--- src/rtl/acc_reg_file_v2_pkg.sv ---
// Shared definitions for the accumulator register file: context-sequencer states,
// copy direction and default geometry.
package acc_reg_file_v2_pkg;

    typedef enum logic [1:0] {
        IDLE,
        WAIT,
        SAVE,
        RESTORE
    } rf_state_e;

    typedef enum logic {
        DIR_SAVE,
        DIR_RESTORE
    } rf_dir_e;

    localparam int unsigned DEFAULT_DW  = 8;
    localparam int unsigned DEFAULT_RAW = 4;

endpackage

--- src/rtl/acc_reg_file_v2_rf_ctx_seq.sv ---
// Save/restore context sequencer: waits for outstanding loads to drain, then walks
// the copy index across every entry, one per cycle.
module rf_ctx_seq
    import acc_reg_file_v2_pkg::*;
#(
    parameter int unsigned RAW = DEFAULT_RAW
) (
    input  logic           clk,
    input  logic           rst_n,
    input  logic           save_req_i,
    input  logic           restore_req_i,
    input  logic           any_busy_i,
    output logic           busy_o,
    output logic           done_o,
    output logic           copy_en_o,
    output rf_dir_e        copy_dir_o,
    output logic [RAW-1:0] copy_idx_o
);

    rf_state_e      state_q, state_d;
    rf_dir_e        dir_q, dir_d;
    logic [RAW-1:0] idx_q, idx_d;
    logic           done_q, done_d;

    always_ff @(posedge clk or negedge rst_n) begin
        if (!rst_n) begin
            state_q <= IDLE;
            dir_q   <= DIR_SAVE;
            idx_q   <= '0;
            done_q  <= 1'b0;
        end else begin
            state_q <= state_d;
            dir_q   <= dir_d;
            idx_q   <= idx_d;
            done_q  <= done_d;
        end
    end

    always_comb begin
        state_d = state_q;
        dir_d   = dir_q;
        idx_d   = idx_q;
        done_d  = 1'b0;
        unique case (state_q)
            IDLE: begin
                if (save_req_i || restore_req_i) begin
                    dir_d = save_req_i ? DIR_SAVE : DIR_RESTORE;
                    idx_d = '0;
                    if (any_busy_i)
                        state_d = WAIT;
                    else
                        state_d = save_req_i ? SAVE : RESTORE;
                end
            end
            WAIT: begin
                if (!any_busy_i)
                    state_d = (dir_q == DIR_SAVE) ? SAVE : RESTORE;
            end
            SAVE, RESTORE: begin
                if (idx_q == '1) begin
                    state_d = IDLE;
                    done_d  = 1'b1;
                end else begin
                    idx_d = idx_q + 1'b1;
                end
            end
            default: state_d = IDLE;
        endcase
    end

    assign busy_o     = (state_q != IDLE);
    assign done_o     = done_q;
    assign copy_en_o  = (state_q == SAVE) || (state_q == RESTORE);
    assign copy_dir_o = (state_q == SAVE) ? DIR_SAVE : DIR_RESTORE;
    assign copy_idx_o = idx_q;

endmodule

--- src/rtl/acc_reg_file_v2.sv ---
// Accumulator register file with late load-return port, busy scoreboard and shadow bank.
// Optional macro RF_BYPASS_EN enables same-cycle write-to-read forwarding.
module acc_reg_file_v2
    import acc_reg_file_v2_pkg::*;
#(
    parameter int unsigned DW    = DEFAULT_DW,
    parameter int unsigned RAW   = DEFAULT_RAW,
    parameter int unsigned IMM_W = 4
) (
    input  logic                  clk,
    input  logic                  rst_n,
    input  logic [RAW-1:0]        rt_addr_i,
    input  logic                  reg_read_i,
    input  logic [RAW-1:0]        write_addr_i,
    input  logic                  acc_wen_i,
    input  logic                  reg_wen_i,
    input  logic [DW-1:0]         write_data_i,
    input  logic                  ld_issue_i,
    input  logic [RAW-1:0]        ld_addr_i,
    input  logic                  ld_ret_i,
    input  logic [RAW-1:0]        ld_ret_addr_i,
    input  logic [DW-1:0]         ld_ret_data_i,
    input  logic                  save_req_i,
    input  logic                  restore_req_i,
    output logic [DW-1:0]         rs_val_o,
    output logic [DW-1:0]         rt_val_o,
    output logic                  stall_o,
    output logic                  busy_o,
    output logic                  done_o,
    output logic [DW*(2**RAW)-1:0] rf_o
);

    localparam int unsigned DEPTH = 2**RAW;

    logic [DEPTH-1:0][DW-1:0] rf_q, rf_d;
    logic [DEPTH-1:0][DW-1:0] sh_q, sh_d;
    logic [DEPTH-1:0]         busy_q, busy_d;

    logic           seq_busy;
    logic           copy_en;
    rf_dir_e        copy_dir;
    logic [RAW-1:0] copy_idx;
    logic           alu_ok, ret_ok, issue_ok;

    rf_ctx_seq #(.RAW(RAW)) u_seq (
        .clk          (clk),
        .rst_n        (rst_n),
        .save_req_i   (save_req_i),
        .restore_req_i(restore_req_i),
        .any_busy_i   (|busy_q),
        .busy_o       (seq_busy),
        .done_o       (done_o),
        .copy_en_o    (copy_en),
        .copy_dir_o   (copy_dir),
        .copy_idx_o   (copy_idx)
    );

    // Load returns are accepted in IDLE and WAIT, but not while the copy owns the bank.
    assign alu_ok   = !seq_busy;
    assign ret_ok   = ld_ret_i && !copy_en;
    assign issue_ok = ld_issue_i && !seq_busy;

    // Later assignments override earlier ones: load return beats ALU, acc beats reg.
    always_comb begin
        rf_d   = rf_q;
        sh_d   = sh_q;
        busy_d = busy_q;
        if (copy_en) begin
            if (copy_dir == DIR_SAVE)
                sh_d[copy_idx] = rf_q[copy_idx];
            else
                rf_d[copy_idx] = sh_q[copy_idx];
        end
        if (alu_ok) begin
            if (acc_wen_i)
                rf_d[0] = write_data_i;
            else if (reg_wen_i)
                rf_d[write_addr_i] = write_data_i;
        end
        if (ret_ok) begin
            rf_d[ld_ret_addr_i]   = ld_ret_data_i;
            busy_d[ld_ret_addr_i] = 1'b0;
        end
        if (issue_ok)
            busy_d[ld_addr_i] = 1'b1;
    end

    always_ff @(posedge clk or negedge rst_n) begin
        if (!rst_n) begin
            rf_q   <= '0;
            sh_q   <= '0;
            busy_q <= '0;
        end else begin
            rf_q   <= rf_d;
            sh_q   <= sh_d;
            busy_q <= busy_d;
        end
    end

    logic [DEPTH-1:0][DW-1:0] rd_bank;
    logic [DEPTH-1:0]         rd_busy;
    logic [DW-1:0]            imm_val;

`ifdef RF_BYPASS_EN
    logic [DEPTH-1:0] ret_mask;
    always_comb begin
        ret_mask = '0;
        if (ret_ok)
            ret_mask[ld_ret_addr_i] = 1'b1;
    end
    assign rd_bank = rf_d;
    assign rd_busy = busy_q & ~ret_mask;
`else
    assign rd_bank = rf_q;
    assign rd_busy = busy_q;
`endif

    always_comb begin
        imm_val              = '0;
        imm_val[IMM_W-1:0]   = rt_addr_i[IMM_W-1:0];
    end

    assign rs_val_o = rd_bank[0];
    assign rt_val_o = reg_read_i ? rd_bank[rt_addr_i] : imm_val;
    assign stall_o  = rd_busy[0] | (reg_read_i & rd_busy[rt_addr_i]);
    assign busy_o   = seq_busy;
    assign rf_o     = rf_q;

endmodule

--- config.mk ---
export PLATFORM = sky130hd
export DESIGN_NAME = acc_reg_file_v2
export DESIGN_NICKNAME = d
export VERILOG_FILES = /design/src/rtl/acc_reg_file_v2_pkg.sv /design/src/rtl/acc_reg_file_v2_rf_ctx_seq.sv /design/src/rtl/acc_reg_file_v2.sv
export SDC_FILE = /design/constraint.sdc
export NUM_CORES = 1
export LEC_CHECK = 0
export ABC_CLOCK_PERIOD_IN_PS = 3810
export CAP_MARGIN = 15
export CORE_ASPECT_RATIO = 0.6
export CORE_MARGIN = 2
export CORE_UTILIZATION = 57
export DETAILED_ROUTE_END_ITERATION = 7
export PLACE_DENSITY_LB_ADDON = 0.05
export SYNTH_ARGS = -nofsm -noshare
export SYNTH_HDL_FRONTEND = slang
export SYNTH_HIERARCHICAL = 1
export SYNTH_SLANG_ARGS = --single-unit
--- constraint.sdc ---
create_clock -name clk -period 3.81 [get_ports clk]
set_clock_uncertainty 0.2 [all_clocks]
set_input_delay 0.9525 -clock clk [delete_from_list [all_inputs] [get_ports clk]]
set_output_delay 0.9525 -clock clk [all_outputs]
set_load 0.05 [all_outputs]
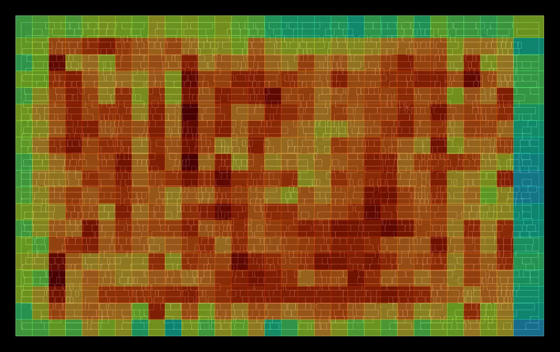
*Track usage over the die*
total track usage: 44.7%
routed len/inst: 32.5 um

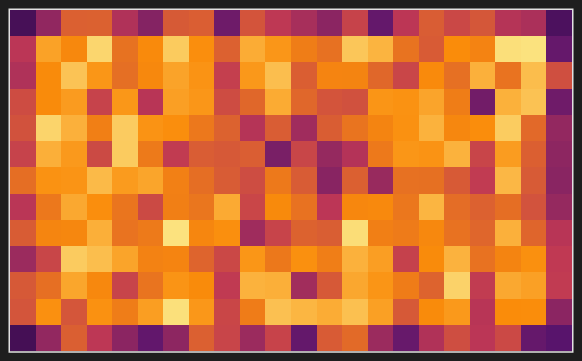
*Local utilization*
The die is cut into 22 by 13 equal tiles; black is low, pale yellow is high, 0 to 100% covered.
31% of the tiles are over 75% full. The mean over all tiles is 65%. The fullest tile reaches 94%.

## power by group through the flow
stage                     combinational [uW]  clock (uW)  sequential, uW
after floorplan                         3810           0            7060
after global placement                  8670           0            5670
after detailed placement                8810           0            5650
after CTS                               8850        3190            5640
after global routing                    9330        3300            5800
final                                   9010        3200            5780
## worst min path at each step
stage / startpoint / end / cells after the start
2_1_floorplan: sh_q[47] / sh_q[47] / 1
3_3_place_gp: sh_q[79] / sh_q[79] / 1
4_1_cts: rst_n / busy_q[15] / 1
5_1_grt: rst_n / busy_q[14] / 1
3_5_place_dp: sh_q[87] / sh_q[87] / 1
6_report: rst_n / busy_q[15] / 1
==> run summary <==
Die ar. -> 29300 um^2
Pre-antenna DRT Iters -> 8
I/O pins -> 188
EDFF count, synth -> 0
Rel. slew slack -> 21.5%
Final Util -> 70.8%
clock buffer count -> 36
Post-Layout Cell Count -> 2001
routed wl met2 -> 26.3 mm
max cap viols -> 0
Max IR drop VDD -> 0.646 mV
RR Endpoint -> rf_o[20]
Worst EP arrival -> 2.64 ns
Basic Gates by Area -> 14.3%
Final Worst Setup Slack -> 0.0200 ns
Clock Tree Buf Depth -> 3
Fin Hold WS -> 0.187 ns
# DRC -> 1
Setup Buffers After CTS -> 0
Reg2Reg Depth -> 5
Largest Register -> sh_q
syn avg cell area -> 11.1 um^2
tool warnings -> 26
failing checks -> DRC
Mapped Cells -> 1432
outcome -> finished, violations left
PD cells -> 923 nW/um^2
H-tree Lvls -> 1
CTS tree -> yes
Cell Int Power -> 9430 uW
largest net degree at the start of global routing -> 78
Critical Path RT -> 2.66 ns
top area contributor share -> 44.1%
Core Footprint -> 27500 um^2
r2r startpoint -> u_seq/state_q[0]
vertical die size -> 133 um
cycle use final -> 99.5%
bufs w/o clock -> 273
top cell category -> combinational gates
worst-path fanout max -> 9
Clock-cell share -> 5.29%
Resized Gates After CTS -> 3
FP Util -> 57.8%
Final Setup Violations -> 0
Floorplan Nets -> 1474
distinct cell type count after synthesis -> 64
No activity file was given, so power comes from the tool's default toggle rates.
